**Cell area per tile**

26 x 26 tiles, from dark blue (low) to red (high), 0 to 100% covered.
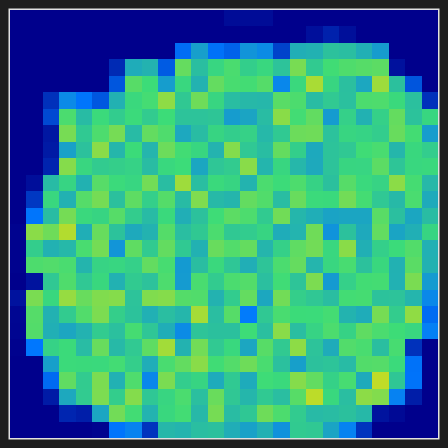
**Port wiring**

Scale: 1 px per um.
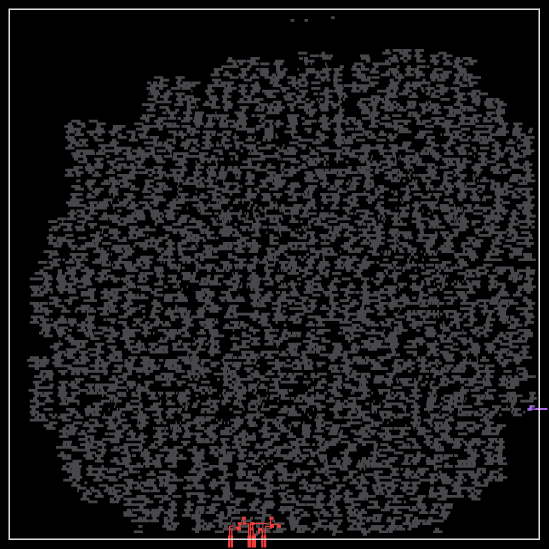
**Placement view**

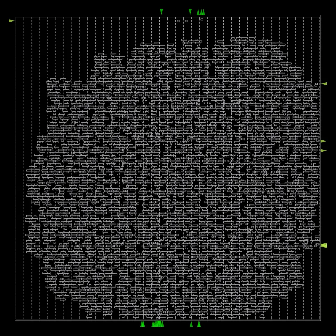
**Signal wires on met1**

Scale: 1 px per um. Supply wires on this layer in gray. Cells faint in the background.
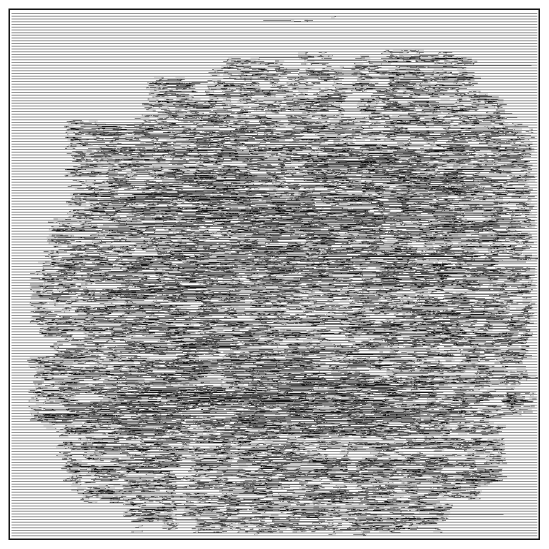
<file path="config.mk">
export PLATFORM = sky130hd
export DESIGN_NAME = data_memory
export DESIGN_NICKNAME = d
export VERILOG_FILES = /design/src/rtl/data_memory.sv
export SDC_FILE = /design/constraint.sdc
export NUM_CORES = 2
export LEC_CHECK = 0
export CORE_UTILIZATION = 34
export CTS_BUF_LIST = sky130_fd_sc_hd__clkbuf_8 sky130_fd_sc_hd__clkbuf_16
export CTS_CLUSTER_SIZE = 8
export DETAILED_ROUTE_END_ITERATION = 12
export GPL_TIMING_DRIVEN = 1
export PLACE_DENSITY = 0.48
export SLEW_MARGIN = 10
export SYNTH_ARGS = -nofsm -noshare
export SYNTH_HDL_FRONTEND = slang
export SYNTH_SLANG_ARGS = --single-unit
</file>
<file path="constraint.sdc">
create_clock -name CLK -period 110.3 [get_ports CLK]
set_clock_uncertainty 0.1 [all_clocks]
set_input_delay 11.03 -clock CLK [delete_from_list [all_inputs] [get_ports CLK]]
set_output_delay 11.03 -clock CLK [all_outputs]
set_load 0.005 [all_outputs]
</file>
<file path="src/rtl/data_memory.sv">
// Byte-addressed data memory with a fixed, parameterised access latency.
// BUSYWAIT stalls the CPU from the moment a request appears until the
// latched access completes LATENCY edges after it was accepted.
module data_memory #(
    parameter int unsigned ADDR_WIDTH = 8,
    parameter int unsigned DATA_WIDTH = 8,
    parameter int unsigned LATENCY    = 5
) (
    input  logic                  CLK,
    input  logic                  RESET,
    input  logic                  READ,
    input  logic                  WRITE,
    input  logic [ADDR_WIDTH-1:0] ADDRESS,
    input  logic [DATA_WIDTH-1:0] WRITEDATA,
    output logic [DATA_WIDTH-1:0] READDATA,
    output logic                  BUSYWAIT
);

    localparam int unsigned DEPTH    = 1 << ADDR_WIDTH;
    localparam logic [3:0]  CNT_LOAD = 4'(LATENCY - 1);

    typedef enum logic {
        StIdle,
        StAccess
    } state_t;

    state_t                r_state;
    state_t                w_state_next;
    logic [3:0]            r_count;
    logic [3:0]            w_count_next;
    logic [ADDR_WIDTH-1:0] r_addr;
    logic [DATA_WIDTH-1:0] r_wdata;
    logic [DATA_WIDTH-1:0] r_rdata;
    logic                  r_is_read;
    logic [DATA_WIDTH-1:0] r_mem [DEPTH];

    logic w_accept;
    logic w_done;

    assign w_accept = (r_state == StIdle) & (READ | WRITE);
    assign w_done   = (r_state == StAccess) & (r_count == 4'd0);
    assign READDATA = r_rdata;

    // State and latency counter registers.
    always_ff @(posedge CLK or posedge RESET) begin
        if (RESET) begin
            r_state <= StIdle;
            r_count <= 4'd0;
        end else begin
            r_state <= w_state_next;
            r_count <= w_count_next;
        end
    end

    // Next-state, countdown and the combinational stall output.
    always_comb begin
        w_state_next = r_state;
        w_count_next = r_count;
        BUSYWAIT     = 1'b0;
        unique case (r_state)
            StIdle: begin
                if (READ | WRITE) begin
                    w_state_next = StAccess;
                    w_count_next = CNT_LOAD;
                end
                BUSYWAIT = READ | WRITE;
            end
            StAccess: begin
                if (r_count == 4'd0) begin
                    w_state_next = StIdle;
                end else begin
                    w_count_next = r_count - 4'd1;
                end
                BUSYWAIT = 1'b1;
            end
            default: begin
                w_state_next = StIdle;
            end
        endcase
        // Reset must release the stall immediately, even with a request pending.
        if (RESET) begin
            BUSYWAIT = 1'b0;
        end
    end

    // Operand latch: inputs are sampled only at acceptance; READ wins over WRITE.
    always_ff @(posedge CLK or posedge RESET) begin
        if (RESET) begin
            r_addr    <= '0;
            r_wdata   <= '0;
            r_is_read <= 1'b0;
        end else if (w_accept) begin
            r_addr    <= ADDRESS;
            r_wdata   <= WRITEDATA;
            r_is_read <= READ;
        end
    end

    // Array update and registered load data, both only on the completion edge.
    always_ff @(posedge CLK or posedge RESET) begin
        if (RESET) begin
            r_rdata <= '0;
            for (int i = 0; i < int'(DEPTH); i++) begin
                r_mem[i[ADDR_WIDTH-1:0]] <= '0;
            end
        end else if (w_done) begin
            if (r_is_read) begin
                r_rdata <= r_mem[r_addr];
            end else begin
                r_mem[r_addr] <= r_wdata;
            end
        end
    end

endmodule

</file>
==> Slide: Implementation Results <==
Flow Results at a Glance

Logic synthesis
  – Post-Syn Area: approximately 0.094 mm2
  – FFs w/ async S/R, synth: 1.00
  – Yosys adder share: 0.000265
  – Top cells by area: dfrtp_1, mux2_2, mux4_2
  – Syn Nets: around 6000
  – Synthesized area per cell: 15.4 um2
  – Warning count from the yosys run: 0
  – Top_reg_cell synth: dfrtp_1
  – Simple Share, Synth: 0.0259

Clocking
  – Num CTS Buffers: 310
  – Post-CTS sizing: 0
  – H-tree depth: 5

Worst setup path
  – CP peak stage delay: 480 ps
  – CP max stage cell: clkdlybuf4s50_1
  – Critical path depth: 4
  – Buf/Inv on CP: 2

STA
  – TNS Setup: 0 ps
  – Final slew viol count: 0
  – Final-report setup violation count: 0
  – Final worst setup slack: 86820 ps
  – RSZ-0062 raised after global routing: false
  – Fmax: around 0.043 GHz

Drt
  – Met3 wire length: 13500 um
  – Max Used Layer: met5

Hold path
  – Worst min path class: reg -> reg
  – Hold path depth: 1

Power
  – Clock power frac: 0.351
  – Pwr Total: 2.35 mW
  – P per Cell Area: 22.1 mW/mm2

Final layout
  – Flop share of the area: 0.489
  – Combinational Gates: 3587
  – Finished Cell Area: ~0.11 mm2
  – Non-CTS inverters: 7
  – Flop Count: 2078
  – Clkbuf count: about 320

GRT
  – Met2 track demand over resource: 0.337
  – Vias in the first global route: 58000
  – Met3 Track Usage GR: 0.0346

Floorplan
  – Chip area: 0.279 mm2

Outcome
  – Status: completed

Placed design
  – DP Cell Count: approximately 9500
## Picture notes: 'cell area per tile'
nearly empty tiles = 18%
mean over tiles = 37%
emptiest ninth of the die = upper left
fullest tile = 67%
Initial Util: 0.343
Core ar.: 0.275 mm2
Core Util, Final: 0.388

## Picture notes: 'port wiring'
purple -> RESET  # bits 1, direction input, end cells 2, wire 16.4 um
red -> WRITEDATA  # bits 8, direction input, end cells 8, wire 176 um
I/O pin count: 29
Port Buffers: 28

## Picture notes: 'placement view'
num rows: 192
# Taps: 3686

## Picture notes: 'signal wires on met1'
share of all routed wire = 46%
nets with wire on the layer = 5951
longest straight run = 156 um
wire length on this layer = 135 mm
main direction = horizontal
vias: 54900
met1 usage: 0.299
drt total wl: 295000 um

Power and IR drop assume default switching activity.
